File: config.mk
export PLATFORM = sky130hd
export DESIGN_NAME = mem_access_flat
export DESIGN_NICKNAME = d
export VERILOG_FILES = /design/src/rtl/mem_access_if.sv /design/src/rtl/mem_access.sv /design/src/flat_wrapper.sv
export SDC_FILE = /design/constraint.sdc
export NUM_CORES = 1
export LEC_CHECK = 0
export CORE_ASPECT_RATIO = 0.9
export CORE_MARGIN = 3
export CORE_UTILIZATION = 42
export DETAILED_ROUTE_END_ITERATION = 6
export HOLD_SLACK_MARGIN = 0.02
export PLACE_DENSITY = 0.93
export RECOVER_POWER = 100
export SLEW_MARGIN = 10
export SYNTH_ARGS = -nofsm -noshare
export SYNTH_HDL_FRONTEND = slang
export SYNTH_SLANG_ARGS = --single-unit
File: constraint.sdc
create_clock -name clk -period 3.6 [get_ports clk]
set_input_delay 0.9 -clock clk [delete_from_list [all_inputs] [get_ports clk]]
set_output_delay 0.9 -clock clk [all_outputs]
set_load 0.03 [all_outputs]
File: src/rtl/mem_access_if.sv
// Data-memory request/response bus between the memory-access stage (master)
// and the data memory (slave).
interface mem_access_if;
    logic        dm_req;
    logic        dm_we;
    logic [31:0] dm_addr;
    logic [3:0]  dm_be;
    logic [31:0] dm_wdata;
    logic        dm_ack;
    logic [31:0] dm_rdata;

    modport master (
        output dm_req, dm_we, dm_addr, dm_be, dm_wdata,
        input  dm_ack, dm_rdata
    );

    modport slave (
        input  dm_req, dm_we, dm_addr, dm_be, dm_wdata,
        output dm_ack, dm_rdata
    );
endinterface

File: src/rtl/mem_access.sv
// Pipeline stage 4 memory access: issues one registered data-memory request per
// aligned load/store, stalls earlier stages until the ack, then presents writeback.
module mem_access (
    input  logic         clk,
    input  logic         rst,
    input  logic         clear,
    input  logic         valid_in,
    input  logic         mem_r_in,
    input  logic         mem_w_in,
    input  logic [1:0]   mem_size_in,
    input  logic         mem_sext_in,
    input  logic [31:0]  addr_in,
    input  logic [31:0]  wdata_in,
    input  logic         regfile_w_en_in,
    input  logic [4:0]   regfile_req_w_in,
    mem_access_if.master dm,
    output logic         stall,
    output logic         valid_out,
    output logic         regfile_w_en,
    output logic [4:0]   regfile_req_w,
    output logic         r_datamem,
    output logic [31:0]  load_data,
    output logic         misalign
);

    typedef enum logic [1:0] {
        S_IDLE,
        S_REQ,
        S_RESP
    } state_t;

    state_t      state_reg, state_next;
    logic        kill_reg, kill_next;
    logic        post_rst_reg;

    logic [1:0]  size_reg;
    logic        sext_reg;
    logic [1:0]  off_reg;
    logic        load_reg;
    logic        rf_w_en_reg;
    logic [4:0]  rf_req_w_reg;
    logic [31:0] load_data_reg;

    logic        dm_req_reg;
    logic        dm_we_reg;
    logic [31:0] dm_addr_reg;
    logic [3:0]  dm_be_reg;
    logic [31:0] dm_wdata_reg;

    logic        accept;
    logic        ack_take;
    logic        mem_op;
    logic        misaligned;
    logic [3:0]  be_next;
    logic [31:0] wdata_next;
    logic [7:0]  rd_lane [4];
    logic [7:0]  sel_byte;
    logic [15:0] sel_half;
    logic [31:0] load_ext;

    assign dm.dm_req   = dm_req_reg;
    assign dm.dm_we    = dm_we_reg;
    assign dm.dm_addr  = dm_addr_reg;
    assign dm.dm_be    = dm_be_reg;
    assign dm.dm_wdata = dm_wdata_reg;

    assign mem_op     = mem_r_in | mem_w_in;
    // Size 11 decodes as word, so only bit 1 is needed to recognise a word access.
    assign misaligned = ((mem_size_in == 2'b01) && addr_in[0]) ||
                        (mem_size_in[1] && (addr_in[1:0] != 2'b00));
    assign ack_take   = (state_reg == S_REQ) && dm.dm_ack;

    // Per-lane byte enables, store-data replication and read-lane split.
    generate
        for (genvar gi = 0; gi < 4; gi++) begin : g_lane
            localparam logic [1:0] LANE = 2'(gi);

            assign be_next[gi] = mem_size_in[1] ? 1'b1 :
                                 mem_size_in[0] ? (addr_in[1] == LANE[1]) :
                                                  (addr_in[1:0] == LANE);

            assign wdata_next[8*gi +: 8] = mem_size_in[1] ? wdata_in[8*gi +: 8] :
                                           mem_size_in[0] ? wdata_in[8*(gi%2) +: 8] :
                                                            wdata_in[7:0];

            assign rd_lane[gi] = dm.dm_rdata[8*gi +: 8];
        end
    endgenerate

    always_comb begin
        sel_byte = rd_lane[off_reg];
        sel_half = off_reg[1] ? dm.dm_rdata[31:16] : dm.dm_rdata[15:0];
        if (size_reg[1]) begin
            load_ext = dm.dm_rdata;
        end else if (size_reg[0]) begin
            load_ext = {{16{sext_reg & sel_half[15]}}, sel_half};
        end else begin
            load_ext = {{24{sext_reg & sel_byte[7]}}, sel_byte};
        end
    end

    always_comb begin
        state_next    = state_reg;
        kill_next     = kill_reg;
        accept        = 1'b0;
        stall         = 1'b0;
        valid_out     = 1'b0;
        regfile_w_en  = 1'b0;
        regfile_req_w = 5'd0;
        r_datamem     = 1'b0;
        load_data     = 32'd0;
        misalign      = 1'b0;

        case (state_reg)
            S_IDLE: begin
                // The first cycle after reset is treated as a bubble.
                if (valid_in && !clear && !post_rst_reg) begin
                    if (!mem_op) begin
                        valid_out     = 1'b1;
                        regfile_w_en  = regfile_w_en_in;
                        regfile_req_w = regfile_req_w_in;
                    end else if (misaligned) begin
                        misalign      = 1'b1;
                        valid_out     = 1'b1;
                        regfile_req_w = regfile_req_w_in;
                    end else begin
                        accept     = 1'b1;
                        stall      = 1'b1;
                        kill_next  = 1'b0;
                        state_next = S_REQ;
                    end
                end
            end

            S_REQ: begin
                stall = 1'b1;
                if (clear) begin
                    kill_next = 1'b1;
                end
                // A flushed access still completes its handshake, then skips RESP.
                if (dm.dm_ack) begin
                    kill_next  = 1'b0;
                    state_next = (kill_reg || clear) ? S_IDLE : S_RESP;
                end
            end

            S_RESP: begin
                state_next = S_IDLE;
                if (!clear) begin
                    valid_out     = 1'b1;
                    regfile_w_en  = rf_w_en_reg;
                    regfile_req_w = rf_req_w_reg;
                    r_datamem     = load_reg;
                    load_data     = load_data_reg;
                end
            end

            default: begin
                state_next = S_IDLE;
            end
        endcase

        if (rst) begin
            accept        = 1'b0;
            stall         = 1'b0;
            valid_out     = 1'b0;
            regfile_w_en  = 1'b0;
            regfile_req_w = 5'd0;
            r_datamem     = 1'b0;
            load_data     = 32'd0;
            misalign      = 1'b0;
        end
    end

    always_ff @(posedge clk) begin
        if (rst) begin
            state_reg     <= S_IDLE;
            kill_reg      <= 1'b0;
            post_rst_reg  <= 1'b1;
            size_reg      <= 2'd0;
            sext_reg      <= 1'b0;
            off_reg       <= 2'd0;
            load_reg      <= 1'b0;
            rf_w_en_reg   <= 1'b0;
            rf_req_w_reg  <= 5'd0;
            load_data_reg <= 32'd0;
            dm_req_reg    <= 1'b0;
            dm_we_reg     <= 1'b0;
            dm_addr_reg   <= 32'd0;
            dm_be_reg     <= 4'd0;
            dm_wdata_reg  <= 32'd0;
        end else begin
            state_reg    <= state_next;
            kill_reg     <= kill_next;
            post_rst_reg <= 1'b0;
            if (accept) begin
                dm_req_reg   <= 1'b1;
                dm_we_reg    <= mem_w_in;
                dm_addr_reg  <= {addr_in[31:2], 2'b00};
                dm_be_reg    <= be_next;
                dm_wdata_reg <= wdata_next;
                size_reg     <= mem_size_in;
                sext_reg     <= mem_sext_in;
                off_reg      <= addr_in[1:0];
                load_reg     <= mem_r_in;
                rf_w_en_reg  <= regfile_w_en_in;
                rf_req_w_reg <= regfile_req_w_in;
            end else if (ack_take) begin
                dm_req_reg    <= 1'b0;
                dm_we_reg     <= 1'b0;
                load_data_reg <= load_reg ? load_ext : 32'd0;
            end
        end
    end

endmodule

File: src/flat_wrapper.sv
// flat-port wrapper written by rule: the top's interface ports become plain ports
module mem_access_flat 
  (clk, rst, clear, valid_in, mem_r_in, mem_w_in, mem_size_in, mem_sext_in, addr_in, wdata_in, regfile_w_en_in, regfile_req_w_in, stall, valid_out, regfile_w_en, regfile_req_w, r_datamem, load_data, misalign, dm_dm_req, dm_dm_we, dm_dm_addr, dm_dm_be, dm_dm_wdata, dm_dm_ack, dm_dm_rdata);
  mem_access_if dm_i ();
  input  logic clk;
  input  logic rst;
  input  logic clear;
  input  logic valid_in;
  input  logic mem_r_in;
  input  logic mem_w_in;
  input  logic [1:0] mem_size_in;
  input  logic mem_sext_in;
  input  logic [31:0] addr_in;
  input  logic [31:0] wdata_in;
  input  logic regfile_w_en_in;
  input  logic [4:0] regfile_req_w_in;
  output logic stall;
  output logic valid_out;
  output logic regfile_w_en;
  output logic [4:0] regfile_req_w;
  output logic r_datamem;
  output logic [31:0] load_data;
  output logic misalign;
  output wire logic [$bits(dm_i.dm_req)-1:0] dm_dm_req;
  output wire logic [$bits(dm_i.dm_we)-1:0] dm_dm_we;
  output wire logic [$bits(dm_i.dm_addr)-1:0] dm_dm_addr;
  output wire logic [$bits(dm_i.dm_be)-1:0] dm_dm_be;
  output wire logic [$bits(dm_i.dm_wdata)-1:0] dm_dm_wdata;
  input wire logic [$bits(dm_i.dm_ack)-1:0] dm_dm_ack;
  input wire logic [$bits(dm_i.dm_rdata)-1:0] dm_dm_rdata;
  assign dm_dm_req = dm_i.dm_req;
  assign dm_dm_we = dm_i.dm_we;
  assign dm_dm_addr = dm_i.dm_addr;
  assign dm_dm_be = dm_i.dm_be;
  assign dm_dm_wdata = dm_i.dm_wdata;
  assign dm_i.dm_ack = dm_dm_ack;
  assign dm_i.dm_rdata = dm_dm_rdata;
  mem_access u_core (.clk(clk), .rst(rst), .clear(clear), .valid_in(valid_in), .mem_r_in(mem_r_in), .mem_w_in(mem_w_in), .mem_size_in(mem_size_in), .mem_sext_in(mem_sext_in), .addr_in(addr_in), .wdata_in(wdata_in), .regfile_w_en_in(regfile_w_en_in), .regfile_req_w_in(regfile_req_w_in), .dm(dm_i), .stall(stall), .valid_out(valid_out), .regfile_w_en(regfile_w_en), .regfile_req_w(regfile_req_w), .r_datamem(r_datamem), .load_data(load_data), .misalign(misalign));
endmodule
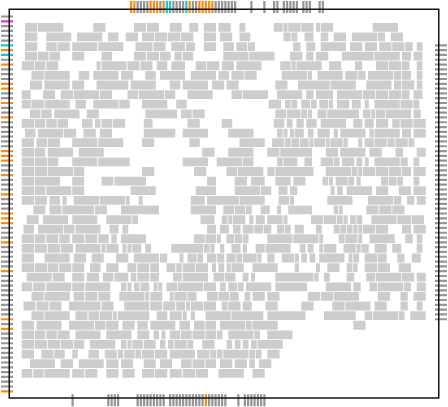
Fig. 1. I/O pins on the die edge.
Pins as bars across the die edge, other pins in gray.
| color | port | pins | direction | edge |
|---|---|---|---|---|
| magenta | `dm_dm_we` | 1 | output | left |
| orange | `addr_in` | 32 | input | 19 left, 12 top, 1 bottom |
| cyan | `regfile_req_w_in` | 5 | input | 3 top, 2 left |
die span in y: 110 um
Die Wd: 121 um

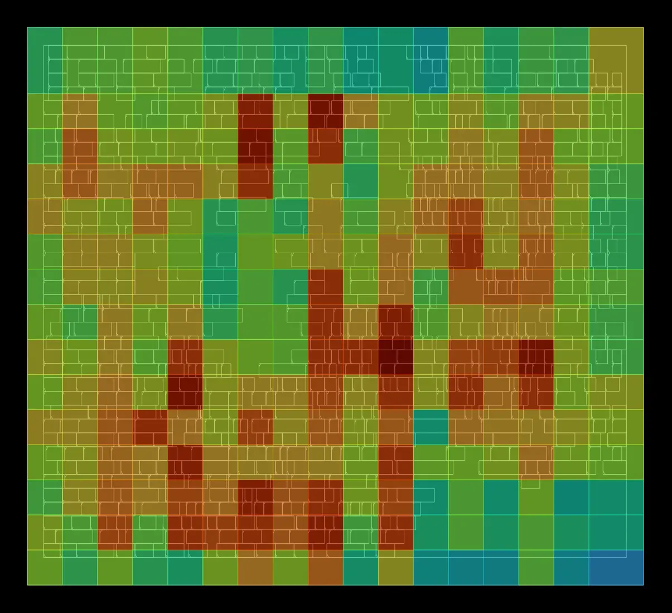
Fig. 2. Congestion heat map.
global-route track usage on met3: 0.0910
routed wirelength normalized by instance count: 19.6 um

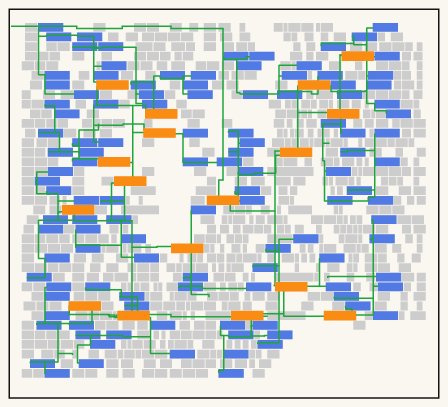
Fig. 3. Clock wires, drivers and flops.
[orange] clock drivers | count: 17
[blue] flip-flops | count: 116
[green] clock wires | length: 1480 um
routed clock nets: 18
flops lie: widely spread

[Yosys cell counts (3+ instances only)]
cell type    n
buf_2       14
a221o_1     29
o2bb2ai_1    8
nand3_1     11
mux2i_1     27
a22o_1      58
and3b_1      3
o21ai_0     21
o211ai_1     6
dfxtp_1    116
nor2_1      16
or4_1        4
nor3_1       4
o2111ai_1   12
nand2_1     30
a211oi_1     7
a21oi_1     33
and2_1      36
inv_1       12
clkbuf_1    30
[power groups by stage]
| stage | sequential [W] | clock [W] | combinational, W |
|---|---|---|---|
| after detailed placement | 0.00134 | 0 | 0.000366 |
| final | 0.00132 | 0.00177 | 0.000366 |
| after floorplan | 0.00137 | 0 | 0.000122 |
| after CTS | 0.00132 | 0.00178 | 0.000371 |
| after global routing | 0.00132 | 0.00184 | 0.000387 |
| after global placement | 0.00134 | 0 | 0.000358 |
[routing by layer]
| metal | track usage | vias to the layer above | routed length [um] |
|---|---|---|---|
| li1 | - | 2380 | - |
| met1 | 0.313 | 2467 | 7200 |
| met2 | 0.436 | 273 | 8390 |
| met3 | 0.0910 | 41 | 1630 |
| met4 | 0.110 | 0 | 492 |
| met5 | 0 | - | 0 |
[final timing paths]
kind	startpoint	endpoint	slack, ps	cells past startpoint
setup / recovery	valid_in	misalign	60	7
hold / removal	u_core.kill_reg	u_core.state_reg[1]	460	1
setup reg to reg	u_core.state_reg[0]	u_core.dm.dm_wdata[21]	1100	6
hold reg to reg	u_core.kill_reg	u_core.state_reg[1]	460	1
[cells in the final DEF (no fill, tap or decap), types with 9 or more instances in the layout]
master / count
clkbuf_1: 9
clkbuf_16: 17
o2111ai_1: 12
buf_4: 28
a221o_1: 29
and2_1: 26
dlygate4sd3_1: 69
inv_1: 12
a22o_1: 58
buf_2: 13
a21oi_1: 32
and2_0: 10
nand2_1: 30
o21ai_0: 21
nor2_1: 15
nand3_1: 11
mux2i_1: 27
dfxtp_1: 116
clkdlybuf4s50_1: 109
[through the flow]
step           TNS (ps)  worst slack (ps)  hold slack [ps]
2_1_floorplan         0               146              392
3_3_place_gp       -153              -115              398
3_5_place_dp       -181             -37.2              438
4_1_cts               0              14.3              447
5_1_grt               0             0.118              457
6_report              0              63.2              458
[critical path, stage by stage]
cell             delay, ps
clkdlybuf4s50_1        450
or3b_4                 400
buf_4                  170
or3_4                  330
nor3_2                 110
clkbuf_4               160
buf_12                 110
[cells by family (layout without fill, tap and decap cells)]
family,after synthesis,after routing,synth area share
compound gates,185,185,0.285
xor+xnor,2,2,0.00350
buf+inv,61,288,0.0522
flops,116,116,0.463
mux,29,29,0.0584
other cells,1,2,0.000748
simple gates,124,124,0.136
[cell type report]
type	instances	area (sq um)
Multi-Input combinational cell	342	2470
Clock buffer	23	468
Tap cell	156	195
Timing Repair Buffer	244	2280
Fill cell	852	3600
Clock inverter	9	151
Inverter	12	45.0
Sequential cell	116	2320
[what timing repair did]
item / 4_1_cts / 5_1_grt
endpoints found under the hold margin: 0 / 0
cloned: 0 / 0
pin swaps: 2 / 4
endpoints found under the setup margin: 7 / 8
gates resized: 6 / 6
==> reports/summary.rpt <==
================================================================================
Detailed placer's ending HPWL                                           12800 um
Number of antenna violations at the first check in global routing              0
Unrepaired setup endpoints after global routing                               no
Share of total power consumed by net switching                             0.225
Input/output buffers                                                         221
GRT Resource Usage Total                                                   0.263
Overall power of the completed layout                                  0.00345 W
Clock-pin transition on the worst setup and hold timing paths              50 ps
TritonCTS clock tree                                                         yes
Run status                                                             completed
Fin Clk Skew                                                             14.5 ps
Biggest area consumer among synthesized cells                            dfxtp_1
Gate count of the mapped netlist                                             518
Part of the Yosys area used for sequential elements                        0.463
Flip-flops with a built-in enable                                              0
Sequential group share of total power                                      0.382
Share of post-route cells with drive strength above 1                      0.137
Clock latency at the later pin of the worst-skew pair                     420 ps
Pint                                                                   0.00268 W
Total number of nets in the final design                                     845
CTS Buffer Depth                                                               2
Post-place instance area                                              7350 sq um
H-tree levels                                                                  4
Antenna viol nets, final                                                       0
Layout-stage area growth over the synthesis result                         58.3%
Number of hold-slack violations in the final timing report                     0
Die Outline Area                                                     13300 sq um
Final critical-path share of the clock period                              0.982
IR Drop Worst-Case VDD                                                    340 uV
CTS sink count                                                               116
Max-area cell share                                                        0.463
Count of different cell masters after synthesis                               52
Clk network pwr share                                                      0.512
================================================================================
Power and IR drop assume default switching activity.
